--- config.mk ---
export PLATFORM = sky130hd
export DESIGN_NAME = store_unit
export DESIGN_NICKNAME = d
export VERILOG_FILES = /design/src/rtl/lsu_pkg.sv /design/src/rtl/store_align.sv /design/src/rtl/store_unit.sv
export SDC_FILE = /design/constraint.sdc
export NUM_CORES = 1
export LEC_CHECK = 0
export ABC_AREA = 0
export CAP_MARGIN = 20
export CORE_MARGIN = 4
export CORE_UTILIZATION = 43
export DETAILED_ROUTE_END_ITERATION = 8
export GPL_TIMING_DRIVEN = 0
export PLACE_DENSITY = 0.77
export REMOVE_ABC_BUFFERS = 1
export SETUP_SLACK_MARGIN = 0.02
export SLEW_MARGIN = 20
export SYNTH_ARGS = -nofsm -noshare
export SYNTH_HDL_FRONTEND = slang
export SYNTH_SLANG_ARGS = --single-unit
--- constraint.sdc ---
create_clock -name clk -period 1.9 [get_ports clk]
set_input_delay 0.285 -clock clk [delete_from_list [all_inputs] [get_ports clk]]
set_output_delay 0.285 -clock clk [all_outputs]
set_load 0.005 [all_outputs]
--- src/rtl/lsu_pkg.sv ---
// rtl/lsu_pkg.sv - shared load/store unit types, funct3 codes and size mask helper
package lsu_pkg;

    localparam logic [2:0] F3_B  = 3'b000;
    localparam logic [2:0] F3_H  = 3'b001;
    localparam logic [2:0] F3_W  = 3'b010;
    localparam logic [2:0] F3_BU = 3'b100;
    localparam logic [2:0] F3_HU = 3'b101;

    typedef enum logic [1:0] {
        IDLE  = 2'd0,
        BEAT0 = 2'd1,
        BEAT1 = 2'd2
    } store_state_t;

    // Byte mask of an access, right-justified; unsigned loads share the signed sizes.
    function automatic logic [3:0] size_to_mask(input logic [2:0] funct3);
        logic [3:0] mask;
        case (funct3)
            F3_B, F3_BU: mask = 4'b0001;
            F3_H, F3_HU: mask = 4'b0011;
            F3_W:        mask = 4'b1111;
            default:     mask = 4'b0000;
        endcase
        return mask;
    endfunction

endpackage

--- src/rtl/store_align.sv ---
// rtl/store_align.sv - combinational store lane alignment and byte-enable generation
module store_align
    import lsu_pkg::*;
(
    input  logic [2:0]  funct3,
    input  logic [1:0]  off,
    input  logic [31:0] store_data,
    output logic [63:0] shifted,
    output logic [7:0]  be8,
    output logic        illegal,
    output logic        crossing
);

    logic [3:0]  mask;
    logic [31:0] data_masked;

    // Unused lanes are zeroed before shifting so disabled byte lanes never carry data.
    always_comb begin
        illegal     = !((funct3 == F3_B) || (funct3 == F3_H) || (funct3 == F3_W));
        mask        = illegal ? 4'b0000 : size_to_mask(funct3);
        data_masked = store_data & {{8{mask[3]}}, {8{mask[2]}}, {8{mask[1]}}, {8{mask[0]}}};
        shifted     = {32'b0, data_masked} << {off, 3'b000};
        be8         = {4'b0000, mask} << off;
        crossing    = |be8[7:4];
    end

endmodule

--- src/rtl/store_unit.sv ---
// rtl/store_unit.sv - RV32 store unit issuing word-aligned, possibly split, memory writes
module store_unit
    import lsu_pkg::*;
#(
    parameter int ADDR_W           = 32,
    parameter bit SPLIT_MISALIGNED = 1'b1
) (
    input  logic              clk,
    input  logic              rst_n,
    input  logic              valid_i,
    output logic              ready_o,
    input  logic [31:0]       instruction_data,
    input  logic [ADDR_W-1:0] data_address,
    input  logic [31:0]       store_data,
    output logic              mem_req,
    output logic [ADDR_W-1:0] mem_addr,
    output logic [31:0]       mem_wdata,
    output logic [3:0]        mem_be,
    input  logic              mem_gnt,
    output logic              done_o,
    output logic              err_o
);

    store_state_t      state_q, state_d;
    logic              mem_req_q, mem_req_d;
    logic [ADDR_W-1:0] mem_addr_q, mem_addr_d;
    logic [31:0]       mem_wdata_q, mem_wdata_d;
    logic [3:0]        mem_be_q, mem_be_d;
    logic              done_q, done_d;
    logic              err_q, err_d;
    logic [31:0]       b1_wdata_q, b1_wdata_d;
    logic [3:0]        b1_be_q, b1_be_d;
    logic              cross_q, cross_d;

    logic [63:0] shifted;
    logic [7:0]  be8;
    logic        illegal;
    logic        crossing;
    logic        unused_instr_bits;

    assign unused_instr_bits = ^{instruction_data[31:15], instruction_data[11:0]};

    store_align u_align (
        .funct3     (instruction_data[14:12]),
        .off        (data_address[1:0]),
        .store_data (store_data),
        .shifted    (shifted),
        .be8        (be8),
        .illegal    (illegal),
        .crossing   (crossing)
    );

    // Next-state logic: accept in IDLE, then walk one or two beats, each held until granted.
    always_comb begin
        state_d     = state_q;
        mem_req_d   = mem_req_q;
        mem_addr_d  = mem_addr_q;
        mem_wdata_d = mem_wdata_q;
        mem_be_d    = mem_be_q;
        b1_wdata_d  = b1_wdata_q;
        b1_be_d     = b1_be_q;
        cross_d     = cross_q;
        done_d      = 1'b0;
        err_d       = 1'b0;
        case (state_q)
            IDLE: begin
                if (valid_i) begin
                    if (illegal || (crossing && !SPLIT_MISALIGNED)) begin
                        err_d = 1'b1;
                    end else begin
                        state_d     = BEAT0;
                        mem_req_d   = 1'b1;
                        mem_addr_d  = {data_address[ADDR_W-1:2], 2'b00};
                        mem_wdata_d = shifted[31:0];
                        mem_be_d    = be8[3:0];
                        b1_wdata_d  = shifted[63:32];
                        b1_be_d     = be8[7:4];
                        cross_d     = crossing;
                    end
                end
            end
            BEAT0: begin
                if (mem_gnt) begin
                    if (cross_q) begin
                        state_d     = BEAT1;
                        mem_addr_d  = mem_addr_q + ADDR_W'(4);
                        mem_wdata_d = b1_wdata_q;
                        mem_be_d    = b1_be_q;
                    end else begin
                        state_d     = IDLE;
                        mem_req_d   = 1'b0;
                        mem_wdata_d = 32'b0;
                        mem_be_d    = 4'b0;
                        done_d      = 1'b1;
                    end
                end
            end
            BEAT1: begin
                if (mem_gnt) begin
                    state_d     = IDLE;
                    mem_req_d   = 1'b0;
                    mem_wdata_d = 32'b0;
                    mem_be_d    = 4'b0;
                    done_d      = 1'b1;
                end
            end
            default: begin
                state_d   = IDLE;
                mem_req_d = 1'b0;
            end
        endcase
    end

    // State and registered outputs; reset abandons any in-flight beat.
    always_ff @(posedge clk or negedge rst_n) begin
        if (!rst_n) begin
            state_q     <= IDLE;
            mem_req_q   <= 1'b0;
            mem_addr_q  <= '0;
            mem_wdata_q <= 32'b0;
            mem_be_q    <= 4'b0;
            b1_wdata_q  <= 32'b0;
            b1_be_q     <= 4'b0;
            cross_q     <= 1'b0;
            done_q      <= 1'b0;
            err_q       <= 1'b0;
        end else begin
            state_q     <= state_d;
            mem_req_q   <= mem_req_d;
            mem_addr_q  <= mem_addr_d;
            mem_wdata_q <= mem_wdata_d;
            mem_be_q    <= mem_be_d;
            b1_wdata_q  <= b1_wdata_d;
            b1_be_q     <= b1_be_d;
            cross_q     <= cross_d;
            done_q      <= done_d;
            err_q       <= err_d;
        end
    end

    assign ready_o   = (state_q == IDLE);
    assign mem_req   = mem_req_q;
    assign mem_addr  = mem_addr_q;
    assign mem_wdata = mem_wdata_q;
    assign mem_be    = mem_be_q;
    assign done_o    = done_q;
    assign err_o     = err_q;

endmodule

==> run_results.csv <==
group,metric,value,unit
outcome,run_status,"complete, but fails checks",
outcome,violations,"negative setup slack",
power,ir_drop,0.688,mV
clock_tree,cts_max_level,3,
flow_run,cap_violations,0,
cells_and_area,diodes,0,
route,drtIter0Drc,682,
yosys,synthAoiAreaFrac,22.3,%
die,die_h,122,um
clock_tree,cts_tree,"done",
yosys,yosysSeqAreaShare,44.1,%
setup_path,cp.arrival,2.25,ns
setup_path,reg2reg_to,"mem_addr[8]",
sta,setup_violations,8,
placement,gp_congestion,0.900,
power,power_leakage,3.43,nW
die,core,12700,um^2
grt,grt_use_met2,43.3,%
yosys,most_common_cell,"dfrtp_1",
yosys,ys_ff,99,
setup_path,critPathKind,"reg2reg",
route,ant_nets,0,
route,dr.pass1.iters,5,
yosys,syn_area_per_cell,9.17,um^2
flow_run,log.warning_count,59,
sta,layout_setup_ws,-0.0578,ns
grt,grt_first_pass_wirelength,30500,um
setup_path,r2r_start,"state_q[1]",
placement,port_buffers,140,
sta,finalClockPeriodUsage,103,%
grt,grt-ovfl-total,0,
route,viasPerCell,6.25,
clock_tree,clk_path_buf_depth,2,
route,wirelength,21200,um
setup_path,crit_path_end,"mem_addr[8]",
cells_and_area,stdcell_area,8330,um^2
yosys,edf_count,0,
grt,grt_pass1_vias,5692,
[per-stage QoR]
step                      TNS, ns  utilization, %  setup WS, ns  power, W  hold slack, ns
after floorplan            -41.18               -        -0.935   0.00622         -0.0106
after global placement    -469.20            54.8         -3.13   0.00857           0.459
after detailed placement  -149.33            55.2         -2.26   0.00879           0.218
after CTS                  -0.254            62.1       -0.0369    0.0117           0.422
after global routing        -1.35            65.5       -0.0953    0.0135           0.441
final                      -0.236            65.5       -0.0578    0.0129           0.396
[worst max-delay path, cell delays in order (launching register included)]
cell and delay, ns:
dfrtp_1 0.41, inv_2 0.12, ha_4 0.23, clkinvlp_4 0.20
a21boi_4 0.21, buf_12 0.15, nor2_4 0.05, buf_4 0.15
a31o_4 0.24, a21oi_2 0.12
[state kept, by name (all words and copies together), names as in the netlist]
register    count
mem_be          4
mem_wdata      32
mem_req         1
mem_addr       30
err_o           1
b1_wdata_q     24
done_o          1
b1_be_q         3
state_q         2
cross_q         1
[area by class of cell]
type | count | area [um^2]
flip-flops and latches | 99 | 2480
clock buffers | 11 | 253
well taps | 172 | 215
clock inverters | 5 | 37.5
fillers | 1036 | 4390
inverters | 9 | 42.5
multi-input cells | 463 | 3250
repair buffers | 198 | 2050
[routing by layer]
metal | vias to the layer above | routed length, um | share of wire (%)
met5 | - | 0 | 0
li1 | 2632 | - | -
met1 | 2845 | 8030 | 38
met3 | 62 | 2170 | 10
met4 | 0 | 813 | 3.8
met2 | 444 | 10200 | 48
[report_power, final]
part	internal [W]	switching (W)	leakage (nW)	total, W
sequential	0.00294	0.000954	1.26	0.00390
combinational	0.00366	0.00350	2.04	0.00716
clock	0.000963	0.000843	0.138	0.00181
Figure 1. Signal wires on met2.
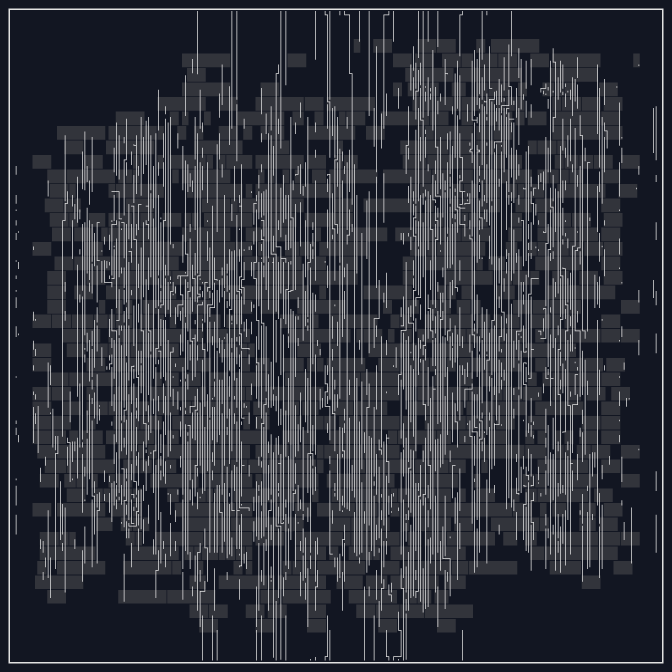
main direction: vertical
nets with wire on the layer: 751

Figure 2. Gate-type map.
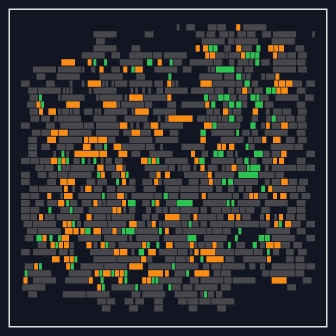
[NAND gates] green | cells: 110 | where: spread over the die
[inverting AOI/OAI gates] orange | cells: 166
final std cells w/o fill: 957
highest-count logic cell in the final layout: clkdlybuf4s50_1
logic share of the area: 39.0%

Figure 3. Cell outlines without signal wires.
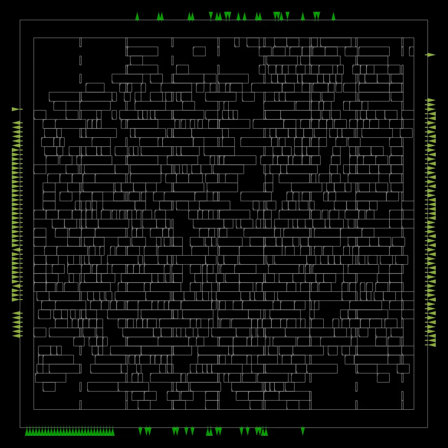
flop count: 99
# rows: 41

Figure 4. Cell classes on the final placement.
Scale bar: 20 um.
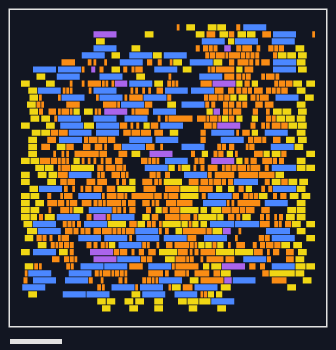
[flops] blue | cells: 99
[other buffers and delay cells] yellow | cells: 198
[combinational and other logic] orange | cells: 472
[clock drivers and dummy loads] purple | cells: 16

Figure 5. Clock distribution.
Scale bar: 20 um.
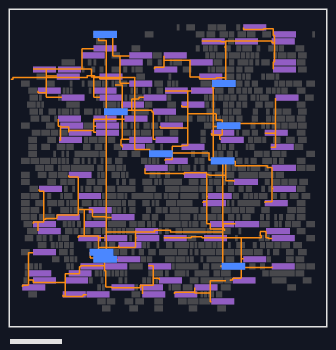
[clock wires] orange | length: 1280 um
[clock drivers] blue | count: 9
[flip-flops] purple | count: 99
flops lie: spread over the die

Power and IR drop assume default switching activity.
